File: src/rtl/trng_conditioner.sv
// Entropy post-processing: repetition-count health test, selectable conditioner
// (raw / von Neumann / von Neumann ^ LFSR / LFSR), word packing and a one-word output buffer.
module trng_conditioner #(
   parameter int WORD_W    = 8,
   parameter int LFSR_W    = 16,
   parameter int REP_LIMIT = 8
) (
   input  logic              clk,
   input  logic              rst_n,
   input  logic              enable,
   input  logic [1:0]        mode,
   input  logic              raw_bit,
   input  logic              raw_valid,
   input  logic              clear_fail,
   output logic [WORD_W-1:0] word_data,
   output logic              word_valid,
   input  logic              word_ready,
   output logic              health_fail,
   output logic              overrun
);

   localparam int CNT_W = $clog2(WORD_W);
   localparam int RUN_W = 6;
   localparam logic [31:0] TAPS = (LFSR_W == 32) ? 32'h8020_0003 : 32'h0000_D008;

   logic [LFSR_W-1:0] lfsr_reg;
   logic [RUN_W-1:0]  run_reg;
   logic              prev_bit_reg;
   logic              phase_reg;
   logic              vn_first_reg;
   logic [1:0]        mode_reg;
   logic [WORD_W-1:0] shift_reg;
   logic [CNT_W-1:0]  cnt_reg;

   logic              lfsr_fb;
   logic              accept;
   logic              mode_chg;
   logic [RUN_W-1:0]  run_next;
   logic              trip;
   logic              cond;
   logic              vn_mode;
   logic              phase_cur;
   logic [CNT_W-1:0]  cnt_cur;
   logic              vn_pair;
   logic              emit;
   logic              emit_bit;
   logic [WORD_W-1:0] shift_next;
   logic              complete;
   logic              buf_read;

   assign lfsr_fb  = ^(lfsr_reg & TAPS[LFSR_W-1:0]);
   assign accept   = enable & raw_valid & ~clear_fail & ~health_fail;
   assign mode_chg = enable & (mode != mode_reg);
   assign run_next = ((run_reg != '0) && (raw_bit == prev_bit_reg)) ? run_reg + RUN_W'(1) : RUN_W'(1);
   assign trip     = accept & (run_next == RUN_W'(REP_LIMIT));
   // The bit that trips the health test never reaches the conditioner.
   assign cond     = accept & ~trip;
   assign vn_mode  = mode[1] ^ mode[0];

   // A mode change behaves as if pair phase and bit count were already zero this cycle.
   assign phase_cur = mode_chg ? 1'b0 : phase_reg;
   assign cnt_cur   = mode_chg ? '0 : cnt_reg;
   assign vn_pair   = cond & phase_cur & (raw_bit != vn_first_reg);

   always_comb begin
      emit     = 1'b0;
      emit_bit = 1'b0;
      case (mode)
         2'd0: begin
            emit     = cond;
            emit_bit = raw_bit;
         end
         2'd1: begin
            emit     = vn_pair;
            emit_bit = vn_first_reg;
         end
         2'd2: begin
            emit     = vn_pair;
            emit_bit = vn_first_reg ^ lfsr_reg[0];
         end
         default: begin
            emit     = cond;
            emit_bit = lfsr_reg[0];
         end
      endcase
   end

   assign shift_next = {shift_reg[WORD_W-2:0], emit_bit};
   assign complete   = emit & (cnt_cur == CNT_W'(WORD_W - 1));
   assign buf_read   = word_valid & word_ready;

   always_ff @(posedge clk or negedge rst_n) begin
      if (!rst_n) begin
         lfsr_reg     <= LFSR_W'(1);
         run_reg      <= '0;
         prev_bit_reg <= 1'b0;
         phase_reg    <= 1'b0;
         vn_first_reg <= 1'b0;
         mode_reg     <= 2'd0;
         shift_reg    <= '0;
         cnt_reg      <= '0;
         word_data    <= '0;
         word_valid   <= 1'b0;
         health_fail  <= 1'b0;
         overrun      <= 1'b0;
      end else begin
         if (enable) begin
            lfsr_reg <= {lfsr_reg[LFSR_W-2:0], lfsr_fb};
            mode_reg <= mode;
         end

         if (clear_fail) begin
            health_fail <= 1'b0;
            overrun     <= 1'b0;
            run_reg     <= '0;
            phase_reg   <= 1'b0;
            cnt_reg     <= '0;
         end else begin
            if (accept) begin
               run_reg      <= run_next;
               prev_bit_reg <= raw_bit;
            end
            if (trip)
               health_fail <= 1'b1;
            if (mode_chg) begin
               phase_reg <= 1'b0;
               cnt_reg   <= '0;
            end
            if (cond && vn_mode) begin
               phase_reg <= ~phase_cur;
               if (!phase_cur)
                  vn_first_reg <= raw_bit;
            end
            if (emit) begin
               shift_reg <= shift_next;
               cnt_reg   <= complete ? '0 : cnt_cur + CNT_W'(1);
            end
            if (complete && word_valid && !word_ready)
               overrun <= 1'b1;
         end

         if (complete && (!word_valid || word_ready)) begin
            word_data  <= shift_next;
            word_valid <= 1'b1;
         end else if (buf_read) begin
            word_valid <= 1'b0;
         end
      end
   end

endmodule
File: config.mk
export PLATFORM = sky130hd
export DESIGN_NAME = trng_conditioner
export DESIGN_NICKNAME = d
export VERILOG_FILES = /design/src/rtl/trng_conditioner.sv
export SDC_FILE = /design/constraint.sdc
export NUM_CORES = 1
export LEC_CHECK = 0
export CORE_MARGIN = 3
export CORE_UTILIZATION = 61
export DETAILED_ROUTE_END_ITERATION = 8
export HOLD_SLACK_MARGIN = 0.05
export PLACE_DENSITY = 0.92
export SETUP_SLACK_MARGIN = 0.2
export SLEW_MARGIN = 0
export SYNTH_ARGS = -nofsm -noshare
export SYNTH_HDL_FRONTEND = slang
export SYNTH_SLANG_ARGS = --single-unit
File: constraint.sdc
create_clock -name clk -period 5.7 [get_ports clk]
set_clock_uncertainty 0.1 [all_clocks]
set_input_delay 0.57 -clock clk [delete_from_list [all_inputs] [get_ports clk]]
set_output_delay 0.57 -clock clk [all_outputs]
set_load 0.1 [all_outputs]
==> run_1/clocks.png <==
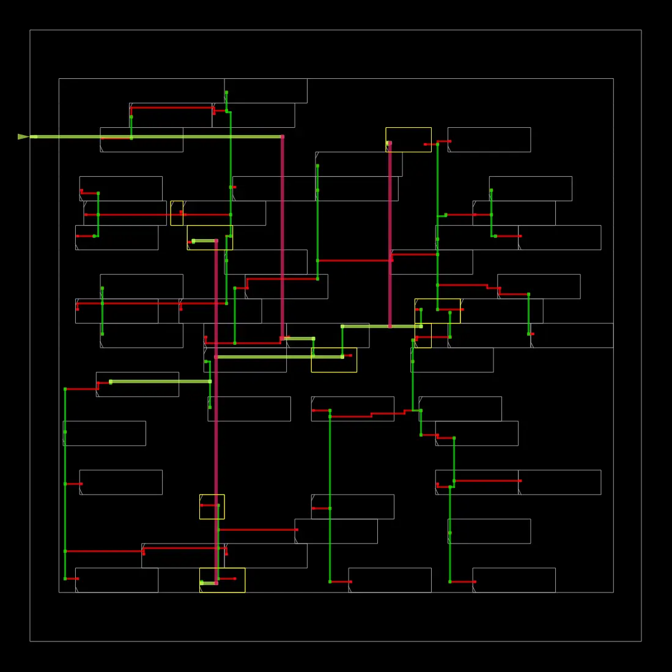
clk latency late pin: 0.30 ns
sink count of the clock tree: 48
clock group total power: 0.195 mW
flop count: 48

==> run_1/io_placement.png <==
Pins as bars across the die edge, other pins in gray.
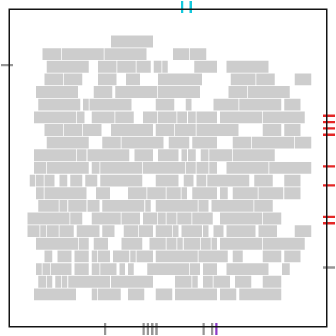
| port | color | pins | direction | edge |
|---|---|---|---|---|
| mode | cyan | 2 | input | north |
| word_valid | purple | 1 | output | south |
| word_data | red | 8 | output | east |
all pins by edge: 9 east, 8 south, 2 north, 1 west
overall die height: 68.0 um
horizontal extent of the die: 68.0 um
count of input and output buffers: 19

==> run_1/wires.png <==
Scale bar: 20 um.
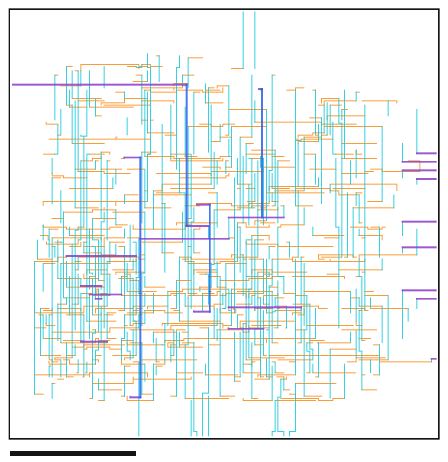
| layer | color | wire length |
|---|---|---|
| metal 2 | cyan | 2080 um |
| metal 3 | purple | 140 um |
| metal 4 | blue | 97.9 um |
| metal 1 | orange | 1580 um |
Avg WL per Cell: 15.6 um
global router's overall resource usage: 21.3%
detailed-route via count: 1440
final wirelength: 3.90 mm

==> results.txt, run 1 <==
Notes on the physical implementation.

- The CTS report gives the tree buffer count as 5.
- The count of unresolved DRC violations after routing is 0, for reference.
- The actual slew at the worst max-slew pin is 1.01 ns, for reference.
- The count of endpoints failing setup in the final report is 0, for reference.
- Sorting the Yosys area breakdown by cell type puts at the top sky130_fd_sc_hd__dfrtp_1.
- Counting instances in the post-synthesis netlist gives the leading cell types as 47 x sky130_fd_sc_hd__dfrtp_1, 29 x sky130_fd_sc_hd__mux2_2, 11 x sky130_fd_sc_hd__o21ai_0, 8 x sky130_fd_sc_hd__ha_1, 8 x sky130_fd_sc_hd__nor2_1.
- The register with the most flip-flops in the layout has 16 of them.
- The violation tally from detailed-route iteration zero is 52, for reference.
- The routed design shows a via density per instance of 5.76.
- Leaving out fill and tap cells, the most frequent cell in the layout is sky130_fd_sc_hd__dfrtp_1.
- Pin placement for this block handled 20 I/O pins.
- The detailed placer reported the number of placed instances as 242.
- The start-to-end type of the worst setup path is in2reg, for reference.
- The number of warnings reported in the stage logs is 30.
- The fraction of final layout cells sized beyond drive strength 1 is 26.5%, for reference.
- In this run the core area contains 21 standard-cell rows.
- In this run, post-CTS repair resized a total of 0 instances.
- The area of the die is 4620 sq um, for reference.
- Sequential elements use 51.3% of the synthesized area.
- Per the power-grid run, VDD falls by no more than 0.272 mV.
- The number of distinct standard cells referenced by the synthesized netlist is 44, for reference.
- The count of cells in the finished layout, fillers not included, comes to 250.
- When the netlist entered floorplanning its net count stood at 198.
- STA puts the critical path data required time at 5.79 ns.
- The slowest stage of the critical path belongs to the cell sky130_fd_sc_hd__clkdlybuf4s50_1.
- The warning count from the yosys run is 0, for reference.
- The prevailing logic family in the synthesized netlist is multiplexers, for reference.
- The maximum clock frequency is 301 MHz, for reference.
- After layout, the worst path uses 58.2% of the clock period.
- The via count of the first global-routing pass is 1552, for reference.
- The final-report hold violation count is 0, for reference.
- Among all flip-flop cells after synthesis, the most frequent one is sky130_fd_sc_hd__dfrtp_1.
- Entering global routing, the biggest net connects 49 pins.
- After clock tree synthesis, the clock-pin slew on the worst setup and hold paths is 0.09 ns.
- Before antenna repair, the detailed router went through 4 iterations.
- Post-CTS timing repair inserted 0 buffers for setup.
- The flow measured a signed area growth from synthesis to layout of 12.2%.
- The arrival time of data at the worst endpoint is listed as 3.40 ns.
- The signal on the critical path passes through clkdlybuf4s50_1 -> o21ai_0 -> and2_1 -> ha_1 -> ha_1 -> and3_1 -> nand3_4 -> mux2_2.
- The highest net fanout along the worst path is 22, for reference.
- The minimum clock period after layout is 3.32 ns, for reference.
- Setup slack closes at 2.38 ns.
- The post-synthesis chip area from yosys is 2340 sq um, for reference.
- The total non-filler cell area in the finished layout is 2630 sq um, for reference.
- The TritonCTS clock tree is yes, for reference.
- After technology mapping, the gate count stands at 181.
- The multiplexer share of the synthesized area is 18.6%, for reference.
- The total of max-cap violations is 0, for reference.
- The run finished with clean final reports.
==> run 1: critical path: cells and delay by family <==
family / cells / cell delay (ns)
AND-OR/OR-AND: 1 / 0.41
buffers and inverters: 1 / 1.04
adder cells (fa/ha/maj): 2 / 0.41
AND/OR/NAND/NOR: 3 / 0.61
multiplexers: 1 / 0.35
==> run 1: per-layer routing <==
| layer | part of all wire [%] | GRT usage, % | wire length (um) |
|---|---|---|---|
| met5 | 0 | 0 | 0 |
| met4 | 2.5 | 12.4 | 97 |
| met3 | 3.6 | 4.93 | 140 |
| met2 | 53 | 36.2 | 2080 |
| met1 | 41 | 24.3 | 1580 |
==> run 1: final cells by class <==
type,count,area (sq um)
Clock inverter,2,12.5
Sequential cell,48,1200
Tap cell,46,57.6
Multi-Input combinational cell,122,1070
Clock buffer,6,72.6
Timing Repair Buffer,19,185
Fill cell,223,892
Inverter,7,26.3
==> run 1: worst paths after layout <==
path / cells past startpoint / start / endpoint / slack, ns
min in group clk: 2 / overrun / overrun / 0.40
worst min-delay path: 1 / rst_n / vn_first_reg / 0.34
worst min register to register: 2 / overrun / overrun / 0.40
worst max register to register: 6 / run_reg[0] / shift_reg[5] / 3.03
worst max-delay path: 8 / enable / word_data[4] / 2.38
max in group asynchronous: 1 / rst_n / health_fail / 4.53
==> run 1: cell families (layout without fill, tap and decap cells) <==
logic type / count (synthesis) / after routing
flops: 48 / 48
fa+ha+maj: 8 / 8
xor+xnor: 8 / 8
mux: 37 / 37
buf+inv: 11 / 34
compound gates: 27 / 27
simple gates: 42 / 42
==> run 1: report_power, final <==
part / switching (mW) / internal [mW]
sequential: 0.0519 / 0.421
combinational: 0.0586 / 0.102
clock: 0.109 / 0.0858
total: 0.220 / 0.609
==> run_1/flops_by_reg.png <==
Other sequential cells in the stronger gray, the rest of the logic in the fainter gray.
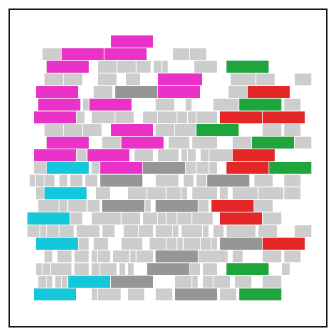

==> run 1 -> run 2 <==
--- a/config.mk
+++ b/config.mk
@@ -6,10 +6,10 @@
 export NUM_CORES = 1
 export LEC_CHECK = 0
 export CORE_MARGIN = 3
-export CORE_UTILIZATION = 61
+export CORE_UTILIZATION = 51
 export DETAILED_ROUTE_END_ITERATION = 8
 export HOLD_SLACK_MARGIN = 0.05
-export PLACE_DENSITY = 0.92
+export PLACE_DENSITY = 0.83
 export SETUP_SLACK_MARGIN = 0.2
 export SLEW_MARGIN = 0
 export SYNTH_ARGS = -nofsm -noshare
==> constraint.sdc (replaced) <==
create_clock -name clk -period 2.7 [get_ports clk]
set_clock_uncertainty 0.1 [all_clocks]
set_input_delay 0.27 -clock clk [delete_from_list [all_inputs] [get_ports clk]]
set_output_delay 0.27 -clock clk [all_outputs]
set_load 0.1 [all_outputs]
==> run_2/flops_by_reg.png <==
Other sequential cells in the stronger gray, the rest of the logic in the fainter gray.
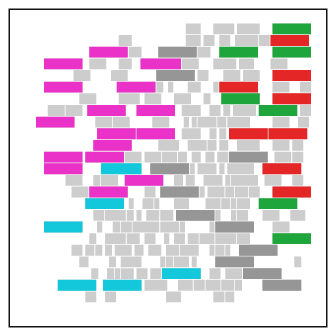
| signal | color | sequential cells |
|---|---|---|
| run_reg | cyan | 6 |
| shift_reg | green | 7 |
| lfsr_reg | magenta | 16 |
| word_data | red | 8 |
not colored: 11

==> run_2/wires.png <==
Scale bar: 20 um.
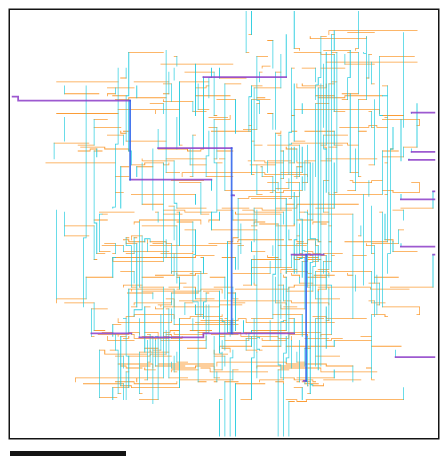
| layer | color | wire length |
|---|---|---|
| metal 2 | cyan | 2140 um |
| metal 1 | orange | 1810 um |
| metal 3 | purple | 133 um |
| metal 4 | blue | 67.3 um |

==> run 2 against run 1 <==
- hold slack worse by 0.30 ns
- routed wire length up 6.3%
- register-to-register slack worse by 2.8 ns
- critical path type is now reg2reg
- global-route usage down 4.5 points
- first-iteration DRC count down 3.8%
- clock power up 120%
==> results.txt, run 2 <==
Notes on the physical implementation.

- The worst setup slack after layout came to 0.260 ns (-2.12 ns).
- The overall global routing resource usage is 16.7% (-4.5 points), for reference.
- The warning count from the yosys run came to 0 (unchanged).
- The number of distinct standard cells referenced by the synthesized netlist is 44 (unchanged).
- The violation tally from detailed-route iteration zero is 50 (-3.8%), for reference.
- Counting only logic cells after layout, the most numerous master is sky130_fd_sc_hd__dfrtp_1.
- The insertion delay of the later-clocked pin in the worst-skew pair came to 0.30 ns (about the same).
- The total stage count of the critical path came to 6 (-2).
- The cell type with the largest total area is sky130_fd_sc_hd__dfrtp_1, for reference.
- The minimum clock period after layout is 2.44 ns, for reference.
- The net switching fraction of the power is 26.2% (-0.30 points), for reference.
- The actual slew at the worst max-slew pin is 1.03 ns (+0.0192 ns).
- For the worst reg-to-reg path, the endpoint reported by OpenROAD is word_data[2].
- The number of buffers inserted during clock tree synthesis came to 5 (unchanged).
- The count of pins on the block boundary is 20 (unchanged), for reference.
- TritonCTS built the clock tree.
- The number of warnings in the stage logs is 30 (unchanged), for reference.
- The sequential fraction of the synthesis area came to 51.3% (unchanged).
- The average vias per placed instance was 5.48 (-4.8%).
- The run finished with clean final reports.
- The worst ir drop on vdd is 0.289 mV (+6.5%), for reference.
- The cell count after synthesis is 181 (unchanged), for reference.
- The internal power component is 1.32 mW (+120%).
- For this run, the leading register cell type out of synthesis is sky130_fd_sc_hd__dfrtp_1.
- The launching point of the worst reg2reg path is run_reg[1], for reference.
- The capture point of the critical path is word_data[2], for reference.
- The floorplan row count is 24 (+14%).
- The sequential power came to 1.00 mW (+110%).
## run 2: kinds of logic (layout without fill, tap and decap cells)
kind of cell,after synthesis,count (layout)
AND-OR/OR-AND,27,27
XOR/XNOR,8,8
adder cells (fa/ha/maj),8,8
buffers and inverters,11,43
flip-flops,48,48
multiplexers,37,37
AND/OR/NAND/NOR,42,43
## run 2: cell type report
cell class / count / area share (%)
clock buffers: 8 / 3.34
inverters: 7 / 0.975
multi-input cells: 123 / 40.3
flip-flops and latches: 48 / 44.7
well taps: 52 / 2.41
repair buffers: 28 / 8.36
## run 2: how the worst min path moves through the flow
stage          slack, ns  cells past startpoint           end          from
3_5_place_dp        0.39                      1  lfsr_reg[14]  lfsr_reg[13]
6_report            0.04                      1    word_valid         rst_n
4_1_cts             0.07                      1    word_valid         rst_n
3_3_place_gp        0.38                      1  lfsr_reg[14]  lfsr_reg[13]
2_1_floorplan      -0.13                      0    cnt_reg[0]         rst_n
5_1_grt             0.13                      1    run_reg[4]         rst_n
## run 2: stage by stage
step	area, sq um	power, mW
after floorplan	2340	1.26
after global placement	2570	1.34
after detailed placement	2570	1.37
after CTS	2670	1.81
after global routing	2700	1.90
final	2700	1.79
## run 2: layer usage
layer | vias up | wire (um) | global-route usage [%]
met3 | 7 | 132 | 4.51
li1 | 708 | - | -
met1 | 723 | 1810 | 20.7
met5 | - | 0 | 0
met4 | 0 | 67 | 6.04
met2 | 21 | 2140 | 28.0
## run 2: repair_timing
| action | CTS | global route |
|---|---|---|
| resized | 2 | 1 |
| gates cloned | 0 | 1 |
| endpoints found under the hold margin | 0 | 0 |
| pin swaps | 0 | 1 |
| buffers inserted | 1 | 2 |
| setup endpoints to repair | 17 | 15 |
==> run 2 -> run 3 <==
--- a/config.mk
+++ b/config.mk
@@ -7,6 +7,7 @@
 export LEC_CHECK = 0
 export CORE_MARGIN = 3
 export CORE_UTILIZATION = 51
+export CTS_CLUSTER_DIAMETER = 120
 export DETAILED_ROUTE_END_ITERATION = 8
 export HOLD_SLACK_MARGIN = 0.05
 export PLACE_DENSITY = 0.83
==> run_3/clk_routes.png <==
Scale bar: 20 um.
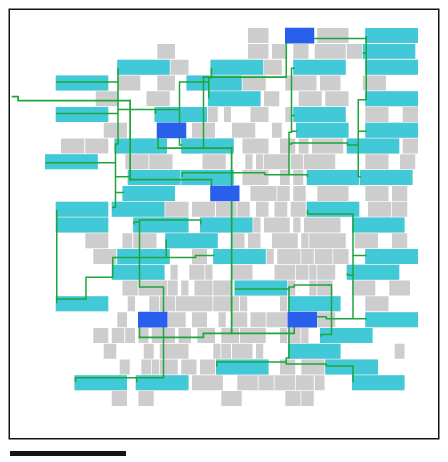
[flip-flops] cyan | count: 48
[clock wires] green | length: 579 um
[clock drivers] blue | count: 5
flops lie: widely spread
routed clock nets: 6
part of the total power dissipated in the clock network: 24.5%
clock group total power: 0.438 mW

==> run 3 against run 2 <==
- non-clock buffer count unchanged
- flip-flop count stayed put
- register-to-register slack barely moved
- synthesized cell count stayed put
- critical path depth stayed put
- global-route usage is the same
- die area stayed put
- clock-buffer cell count stayed put
- sequential power about the same
- final area unchanged
- critical path type unchanged
- largest cell class unchanged
==> results.txt, run 3 <==
Notes on the physical implementation.

- The flow ran to the end, and the final reports show no timing, DRC or antenna violations.
- The overall power consumption is 1.79 mW (unchanged).
- The internal power component came to 1.32 mW (unchanged).
- Per the detail_route report, the via count comes to 1459.
- The async set or reset register ratio after synthesis is 100%, for reference.
- The sequential power is 1.00 mW (about the same), for reference.
- The multiplexer share of the synthesized area is 18.6%, for reference.
- The post-place instance area was 2570 sq um (unchanged).
- The synthesis report names the predominant flop master as sky130_fd_sc_hd__dfrtp_1.
- The minimum clock period after layout came to 2.44 ns (unchanged).
- The synthesized design spends more area on one cell type than any other, namely sky130_fd_sc_hd__dfrtp_1.
- The insertion delay of the later-clocked pin in the worst-skew pair is 0.30 ns (about the same), for reference.
- The net switching fraction of the power was 26.2% (unchanged).
- The sequential fraction of the synthesis area is 51.3% (unchanged), for reference.
- The count of pins on the block boundary was 20 (unchanged).
- The TritonCTS clock tree is yes, for reference.
- The number of buffers inserted during clock tree synthesis is 5 (unchanged), for reference.
- The clock passes through at most 2 buffers.
- The total non-filler cell area in the finished layout is 2700 sq um (unchanged), for reference.
- The warning count from the yosys run is 0 (unchanged).
- Of the cells placed in the final design, the portion with a size suffix greater than 1 is 35.5%.
- The number of distinct standard cells referenced by the synthesized netlist is 44 (unchanged), for reference.
- The overall global routing resource usage was 16.7% (unchanged).
- The worst ir drop on vdd is 0.289 mV (unchanged), for reference.
- Per the synthesis report, the adder-cell share of the synthesized area is 4.27%.
- The cell count after synthesis is 181 (unchanged), for reference.
- The actual slew at the worst max-slew pin is 1.03 ns (unchanged), for reference.
- The quantity of I/O buffers inserted on ports is 19, for reference.
- Counting endpoints that fail hold in the final report gives 0.
- The post-CTS setup buffer count is 1 (unchanged), for reference.
- The count of cells resized by post-cts repair is 2 (unchanged), for reference.
- The library cell used most frequently in the layout, excluding fill and tap cells, is sky130_fd_sc_hd__dfrtp_1.
- The sequential cell fraction of total power is 55.9%, for reference.
- The number of warnings in the stage logs is 30 (unchanged), for reference.
- The violation tally from detailed-route iteration zero is 50 (unchanged), for reference.
- The floorplan row count is 24 (unchanged).
==> run_3/flops_by_reg.png <==
Other sequential cells in the stronger gray, the rest of the logic in the fainter gray.
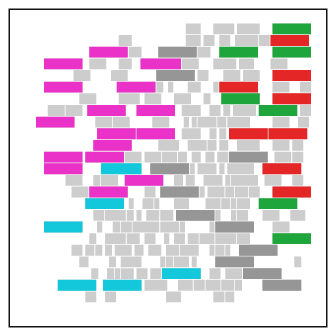
| signal | color | sequential cells |
|---|---|---|
| word_data | red | 8 |
| run_reg | cyan | 6 |
| shift_reg | green | 7 |
| lfsr_reg | magenta | 16 |
not colored: 11

[run 3: cell counts in the layout (fill, tap and decap cells not counted)]
Identical to the previous run, type by type.
[run 3: worst paths after layout]
| check | startpoint | end | cells after the start |
|---|---|---|---|
| worst max-delay path | run_reg[1] | word_data[2] | 6 |
| worst min-delay path | rst_n | word_valid | 1 |
| worst max register to register | run_reg[1] | word_data[2] | 6 |
| worst min register to register | lfsr_reg[10] | lfsr_reg[11] | 1 |
| max in group asynchronous | rst_n | run_reg[1] | 1 |
| min in group clk | lfsr_reg[10] | lfsr_reg[11] | 1 |
[run 3: critical path, stage by stage, from the launching register on]
cell,delay (ns)
sky130_fd_sc_hd__dfrtp_2,0.41
sky130_fd_sc_hd__ha_2,0.23
sky130_fd_sc_hd__or4bb_1,0.48
sky130_fd_sc_hd__o22a_1,0.20
sky130_fd_sc_hd__a211o_4,0.40
sky130_fd_sc_hd__nand3_4,0.15
sky130_fd_sc_hd__mux2_2,0.35
[run 3: per-layer routing]
| metal | GRT usage, % | up-vias | wire [um] |
|---|---|---|---|
| met1 | 20.7 | 723 | 1810 |
| met2 | 28.0 | 21 | 2140 |
| met5 | 0 | - | 0 |
| met3 | 4.51 | 7 | 132 |
| met4 | 6.04 | 0 | 67 |
| li1 | - | 708 | - |
[run 3: final cells by class]
type | instances | share of cell area, %
inverters | 7 | 0.975
clock buffers | 8 | 3.34
well taps | 52 | 2.41
multi-input cells | 123 | 40.3
repair buffers | 28 | 8.36
flip-flops and latches | 48 | 44.7
[run 3: stage by stage]
step	hold slack, ns	setup WS, ns
final	0.0434	0.260
after CTS	0.0734	0.219
after floorplan	-0.126	0.272
after global placement	0.382	0.120
after global routing	0.130	0.205
after detailed placement	0.389	0.0734
Power figures rest on the tool's default switching activity, not on a simulated workload.
